**config.mk**
```make
export PLATFORM = sky130hd
export DESIGN_NAME = alu_wb_stage
export DESIGN_NICKNAME = d
export VERILOG_FILES = /design/src/rtl/cpu_pkg.sv /design/src/rtl/cond_check.sv /design/src/rtl/alu_wb_stage.sv
export SDC_FILE = /design/constraint.sdc
export NUM_CORES = 1
export LEC_CHECK = 0
export CAP_MARGIN = 20
export CORE_ASPECT_RATIO = 1.1
export CORE_MARGIN = 2
export CORE_UTILIZATION = 35
export DETAILED_ROUTE_END_ITERATION = 8
export GPL_TIMING_DRIVEN = 1
export PLACE_DENSITY_LB_ADDON = 0.1
export SLEW_MARGIN = 25
export SYNTH_ARGS = -nofsm -noshare
export SYNTH_HDL_FRONTEND = slang
export SYNTH_SLANG_ARGS = --single-unit
```
**constraint.sdc**
```tcl
create_clock -name clk -period 4.95 [get_ports clk]
set_input_delay 0.495 -clock clk [delete_from_list [all_inputs] [get_ports clk]]
set_output_delay 0.495 -clock clk [all_outputs]
set_load 0.005 [all_outputs]
```
**src/rtl/cpu_pkg.sv**
```systemverilog
// Shared CPU definitions: opcodes, condition codes, flag bit positions and
// the writeback-stage state type.
package cpu_pkg;

    localparam logic [3:0] OP_ADD  = 4'b0000;
    localparam logic [3:0] OP_SUB  = 4'b0001;
    localparam logic [3:0] OP_MUL  = 4'b0010;
    localparam logic [3:0] OP_OR   = 4'b0011;
    localparam logic [3:0] OP_AND  = 4'b0100;
    localparam logic [3:0] OP_XOR  = 4'b0101;
    localparam logic [3:0] OP_MOVI = 4'b0110;
    localparam logic [3:0] OP_MOV  = 4'b0111;
    localparam logic [3:0] OP_LDR  = 4'b1101;
    localparam logic [3:0] OP_STR  = 4'b1110;

    localparam logic [3:0] CC_EQ = 4'b0000;
    localparam logic [3:0] CC_NE = 4'b0001;
    localparam logic [3:0] CC_CS = 4'b0010;
    localparam logic [3:0] CC_CC = 4'b0011;
    localparam logic [3:0] CC_MI = 4'b0100;
    localparam logic [3:0] CC_PL = 4'b0101;
    localparam logic [3:0] CC_VS = 4'b0110;
    localparam logic [3:0] CC_VC = 4'b0111;
    localparam logic [3:0] CC_HI = 4'b1000;
    localparam logic [3:0] CC_LS = 4'b1001;
    localparam logic [3:0] CC_GE = 4'b1010;
    localparam logic [3:0] CC_LT = 4'b1011;
    localparam logic [3:0] CC_GT = 4'b1100;
    localparam logic [3:0] CC_LE = 4'b1101;
    localparam logic [3:0] CC_AL = 4'b1110;
    localparam logic [3:0] CC_NV = 4'b1111;

    localparam int FLAG_N = 3;
    localparam int FLAG_Z = 2;
    localparam int FLAG_C = 1;
    localparam int FLAG_V = 0;

    typedef enum logic [1:0] {
        ST_IDLE = 2'd0,
        ST_MEM  = 2'd1,
        ST_WB   = 2'd2
    } wb_state_t;

    // ALU-type opcodes occupy the whole lower half of the opcode space.
    function automatic logic is_alu_op(input logic [3:0] op);
        return (op[3] == 1'b0);
    endfunction

    function automatic logic is_mem_op(input logic [3:0] op);
        return (op == OP_LDR) || (op == OP_STR);
    endfunction

endpackage

```
**src/rtl/cond_check.sv**
```systemverilog
// Combinational condition-code evaluator against an NZCV flag word.
// Shared with any unit that needs predicated execution (e.g. branches).
module cond_check
    import cpu_pkg::*;
(
    input  logic [3:0] Cond,
    input  logic [3:0] Flags_Q,
    output logic       Pass
);

    logic w_n, w_z, w_c, w_v;

    assign w_n = Flags_Q[FLAG_N];
    assign w_z = Flags_Q[FLAG_Z];
    assign w_c = Flags_Q[FLAG_C];
    assign w_v = Flags_Q[FLAG_V];

    always_comb begin
        Pass = 1'b0;
        case (Cond)
            CC_EQ:   Pass = w_z;
            CC_NE:   Pass = !w_z;
            CC_CS:   Pass = w_c;
            CC_CC:   Pass = !w_c;
            CC_MI:   Pass = w_n;
            CC_PL:   Pass = !w_n;
            CC_VS:   Pass = w_v;
            CC_VC:   Pass = !w_v;
            CC_HI:   Pass = w_c && !w_z;
            CC_LS:   Pass = !w_c || w_z;
            CC_GE:   Pass = (w_n == w_v);
            CC_LT:   Pass = (w_n != w_v);
            CC_GT:   Pass = !w_z && (w_n == w_v);
            CC_LE:   Pass = w_z || (w_n != w_v);
            CC_AL:   Pass = 1'b1;
            default: Pass = 1'b0;
        endcase
    end

endmodule

```
**src/rtl/alu_wb_stage.sv**
```systemverilog
// Execute-to-writeback stage: predicates ALU results on the owned NZCV
// register, writes the register file and runs LDR/STR memory transactions.
module alu_wb_stage
    import cpu_pkg::*;
#(
    parameter int DW = 32,
    parameter int RW = 4
) (
    input  logic          clk,
    input  logic          rst,
    input  logic          In_Valid,
    output logic          In_Ready,
    input  logic [DW-1:0] Out,
    input  logic [3:0]    Flags,
    input  logic [3:0]    Opcode,
    input  logic [3:0]    Cond,
    input  logic          S,
    input  logic [RW-1:0] Rd,
    input  logic [DW-1:0] Store_Data,
    output logic          Mem_Req,
    output logic          Mem_We,
    output logic [DW-1:0] Mem_Addr,
    output logic [DW-1:0] Mem_WData,
    input  logic          Mem_Ack,
    input  logic [DW-1:0] Mem_RData,
    output logic          Wb_En,
    output logic [RW-1:0] Wb_Addr,
    output logic [DW-1:0] Wb_Data,
    output logic [3:0]    Flags_Q
);

    wb_state_t     r_state;
    logic          r_in_ready;
    logic          r_mem_req;
    logic          r_mem_we;
    logic [DW-1:0] r_mem_addr;
    logic [DW-1:0] r_mem_wdata;
    logic          r_wb_en;
    logic [RW-1:0] r_wb_addr;
    logic [DW-1:0] r_wb_data;
    logic [3:0]    r_flags;

    logic          w_pass;
    logic          w_is_alu;
    logic          w_is_mem;

    // Condition is judged against the flags as they stand at the accept edge.
    cond_check u_cond_check (
        .Cond    (Cond),
        .Flags_Q (r_flags),
        .Pass    (w_pass)
    );

    assign w_is_alu = is_alu_op(Opcode);
    assign w_is_mem = is_mem_op(Opcode);

    always_ff @(posedge clk) begin
        if (rst) begin
            r_state     <= ST_IDLE;
            r_in_ready  <= 1'b1;
            r_mem_req   <= 1'b0;
            r_mem_we    <= 1'b0;
            r_mem_addr  <= '0;
            r_mem_wdata <= '0;
            r_wb_en     <= 1'b0;
            r_wb_addr   <= '0;
            r_wb_data   <= '0;
            r_flags     <= 4'b0000;
        end else begin
            r_wb_en <= 1'b0;
            case (r_state)
                ST_IDLE: begin
                    // Failed conditions and NOPs are consumed without leaving IDLE.
                    if (In_Valid && w_pass) begin
                        if (w_is_alu) begin
                            r_wb_en    <= 1'b1;
                            r_wb_addr  <= Rd;
                            r_wb_data  <= Out;
                            r_in_ready <= 1'b0;
                            r_state    <= ST_WB;
                            if (S) begin
                                r_flags <= Flags;
                            end
                        end else if (w_is_mem) begin
                            r_mem_req   <= 1'b1;
                            r_mem_we    <= (Opcode == OP_STR);
                            r_mem_addr  <= Out;
                            r_mem_wdata <= Store_Data;
                            r_wb_addr   <= Rd;
                            r_in_ready  <= 1'b0;
                            r_state     <= ST_MEM;
                        end
                    end
                end
                ST_MEM: begin
                    if (Mem_Ack) begin
                        r_mem_req <= 1'b0;
                        r_mem_we  <= 1'b0;
                        if (r_mem_we) begin
                            r_in_ready <= 1'b1;
                            r_state    <= ST_IDLE;
                        end else begin
                            r_wb_en   <= 1'b1;
                            r_wb_data <= Mem_RData;
                            r_state   <= ST_WB;
                        end
                    end
                end
                ST_WB: begin
                    r_in_ready <= 1'b1;
                    r_state    <= ST_IDLE;
                end
                default: begin
                    r_in_ready <= 1'b1;
                    r_mem_req  <= 1'b0;
                    r_state    <= ST_IDLE;
                end
            endcase
        end
    end

    assign In_Ready  = r_in_ready;
    assign Mem_Req   = r_mem_req;
    assign Mem_We    = r_mem_we;
    assign Mem_Addr  = r_mem_addr;
    assign Mem_WData = r_mem_wdata;
    assign Wb_En     = r_wb_en;
    assign Wb_Addr   = r_wb_addr;
    assign Wb_Data   = r_wb_data;
    assign Flags_Q   = r_flags;

endmodule

```
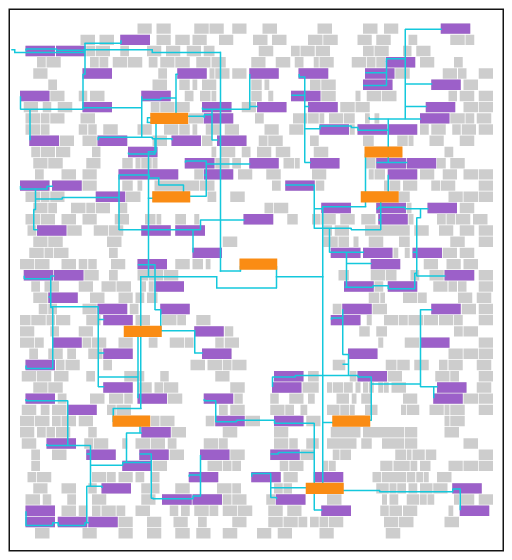
Figure 1: clock network drawn from the DEF.
[orange] cells driving clock nets | count: 9
[cyan] clock wires | length: 1470 um
[purple] flip-flops | count: 110
flops lie: spread over the die

==> notes.org <==
* Implementation run

** Outcome
- The flow ran to the end, and the final reports show no timing, DRC or antenna violations.

** Final layout
- Storage cell area :: 0.00220 mm^2
- According to the finish report, the design has a final net count of 840.
- For this run, the script counts the antenna cells in the layout as 0.
- Final-layout fill cell count :: 1314
- Non-clock buffering takes up 29.2% of total cell area after layout.
- Number of clock buffer instances in the layout :: 12
- Nonclk buf count :: 228
- Multi-input combinational cells in the finished layout were counted as 371.
- Most common logic cells in the final layout :: sky130_fd_sc_hd__clkdlybuf4s50_1, sky130_fd_sc_hd__nand2b_1, sky130_fd_sc_hd__dfxtp_1
- Of the cells placed in the final design, the portion with a size suffix greater than 1 is 3.98%.
- In the final layout, excluding clock inverters the inverter count is 3.
- Flops :: 110
- In the final design, more cell area goes to combinational gates than to any other class.
- In the final layout, clock buffers and inverters account for 4.15% of the cell area.
- Sequential fraction of total cell area :: 28.2%
- Area occupied by multi-input gates :: 0.00275 mm^2

** Timing
- Count of endpoints failing hold in the final timing report :: 0
- Transition time of the tightest slew-check pin :: 0.871 ns
- Timing would allow up to 308 MHz.
- Setup repair after global routing left no endpoint under its margin.
- Setup Total Neg Slack :: 0 ns
- Setup-failing EPs final :: 0
- Final slew viol count :: 0
- Relative slew margins :: 41.6%
- Final Critical Period :: 3.24 ns
- Clock skew after layout :: 0.00973 ns
- The tightest hold path in the finished design has a slack of 0.473 ns.

** Min path
- The type recorded for the worst min-delay path is reg2reg.
- Counting instances, the worst hold path has a depth of 2.
- The endpoint of the worst hold path is reported as Mem_WData[7].

** Drt
- Number of vias per cell after detailed routing :: 4.75
- According to the report, the first pass of detailed routing completed in 5 iterations.
- After detailed routing, the total wire length is 14100 um.
- Per the detail_route report, DRC violations left total 0.
- The detail route stage leaves a number of antenna-violating nets equal to 0.
- Via count of the routed design :: 4366
- Wire length per cell :: 15.3 um

** Power and ir drop
- The power report shows net switching accounting for 23.2% of the total.
- Per the OpenROAD power report, leakage power amounts to 2.58 nW.
- Switching pwr :: 0.000480 W
- Looking at the power breakdown, sequential logic takes 45.4% of the total.
- Summed over the clock group, the power is 0.000799 W.
- The largest share of the power goes to registers.
- Ratio of total power to cell area :: 264 mW/mm^2
- Internal power comes to 0.00158 W.
- Per report_power, the Sequential row totals 0.000937 W.

** Setup path
- Looking at the critical path, the single cell with the biggest stage delay is sky130_fd_sc_hd__a41oi_4.
- Counting buffers and inverters, the worst setup path is 8 cells deep.
- The startpoint identified for the worst register-to-register timing path is Flags_Q[3].
- In this run the worst path has a maximum fanout of 42.
- Buffer and inverter count on the worst path :: 2
- The worst setup path is captured at a flip-flop.
- At the worst endpoint, the arrival time is 3.50 ns.
- The cell sequence reported for the critical path is clkdlybuf4s50_1 > and2_1 > nor4b_1 > o311ai_2 > a41oi_4 > buf_4 > nor2_1 > a211oi_1.
- The OpenROAD report gives the critical path a required time of 5.21 ns.
- The number of cells on the worst reg-to-reg path is 7.
- The timing report gives the biggest stage delay along the critical path as 0.73 ns.

** Clocking
- TritonCTS built the clock tree.
- Number of buffers created by CTS :: 9
- Looking at the clock tree report, the maximum root-to-sink buffer count equals 2.
- # Post-CTS Setup Buffers :: 0
- Root cell of the clock tree :: sky130_fd_sc_hd__clkbuf_16

** Synth
- Per the post-synthesis report, the number of cells in the design is 526.
- Simple Share, Synth :: 23.4%
- Each instance of the synthesized netlist takes up on average 9.76 um^2.
- Before any placement, the netlist area is recorded as 0.00513 mm^2.
- Flip-flop and latch count after synthesis :: 110
- Share of synthesized area spent on multiplexers :: 20.7%
- After synthesis, the chip area reported by Yosys is 0.00513 mm^2.
- Number of nets produced by synthesis :: 643
- After Yosys synthesis, AND-OR and OR-AND compound gates account for 8.48% of the synthesized area.
- Part of the Yosys area used for sequential elements :: 42.9%
- Per the synthesis report, the number of distinct cell types is 45.

** Floorplan
- Width of the die :: 119 um
- Std cell rows :: 46
- Core area :: 0.0144 mm^2
- The flow inserted 192 tap cells.
- Number of placed I/O pins :: 225

** GRT
- The number of global-route vias before repair is 4435.
- Pin count of the biggest net entering global routing :: 91
- Final global-route overflow total :: 0

** Run
- Max-Cap Viols :: 0

** Place
- As logged by OpenROAD, the buffers inserted on ports number 224.
- The placement summary gives the final routability congestion estimate as 0.813.
- Detailed placement finished with a half-perimeter wire length of 10000 um.
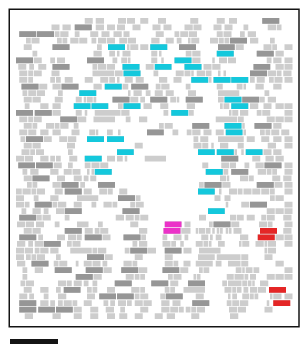
Figure 2: register map, names as in the netlist.
The bar under the picture is 20 um long. Other sequential cells in the stronger gray, the rest of the logic in the fainter gray.
[magenta] r_state | flops: 2
[cyan] Wb_Data | flops: 32
[red] Flags_Q | flops: 4 | where: south-east

==> cells in the mapped netlist, drive strengths merged <==
master | number | area, um^2
nand3 | 1 | 5.00
nand4bb | 1 | 11.3
clkbuf | 26 | 97.6
a21oi | 5 | 25.0
nand3b | 2 | 15.0
nor3 | 2 | 10.0
nor2b | 2 | 12.5
o211ai | 1 | 7.51
nor3b | 1 | 7.51
nor4b | 1 | 8.76
o21ai | 2 | 10.0
a211oi | 35 | 268
inv | 3 | 11.3
nand2b | 137 | 857
or2 | 2 | 12.5
nand4b | 3 | 26.3
mux2i | 106 | 1060
xor2 | 2 | 17.5
o311ai | 1 | 16.3
a41oi | 1 | 8.76
or4b | 1 | 10.0
nor2 | 40 | 150
a21boi | 1 | 7.51
o31a | 1 | 8.76
a311oi | 3 | 32.5
o221ai | 1 | 8.76
o21ba | 2 | 20.0
nand4 | 1 | 6.26
dfxtp | 110 | 2200
a21o | 1 | 7.51
o22ai | 1 | 6.26
nand2 | 7 | 26.3
and3 | 1 | 6.26
o32ai | 1 | 8.76
buf | 16 | 106
and3b | 1 | 8.76
and2 | 3 | 21.3
or3 | 1 | 6.26
==> metrics by stage <==
stage / cells / util [%]
floorplan: 526 / -
global placement: 904 / 52.0
detailed placement: 904 / 52.0
CTS: 920 / 54.3
global route: 920 / 54.3
finish: 920 / 54.3
==> routing by layer <==
metal | vias to the layer above | wire length (um) | global-route usage [%]
met4 | 0 | 250 | 7.27
met3 | 16 | 1230 | 6.51
met5 | - | 0 | 0
li1 | 2189 | - | -
met2 | 172 | 6840 | 30.4
met1 | 1989 | 5750 | 19.8
No activity file was given, so power comes from the tool's default toggle rates.
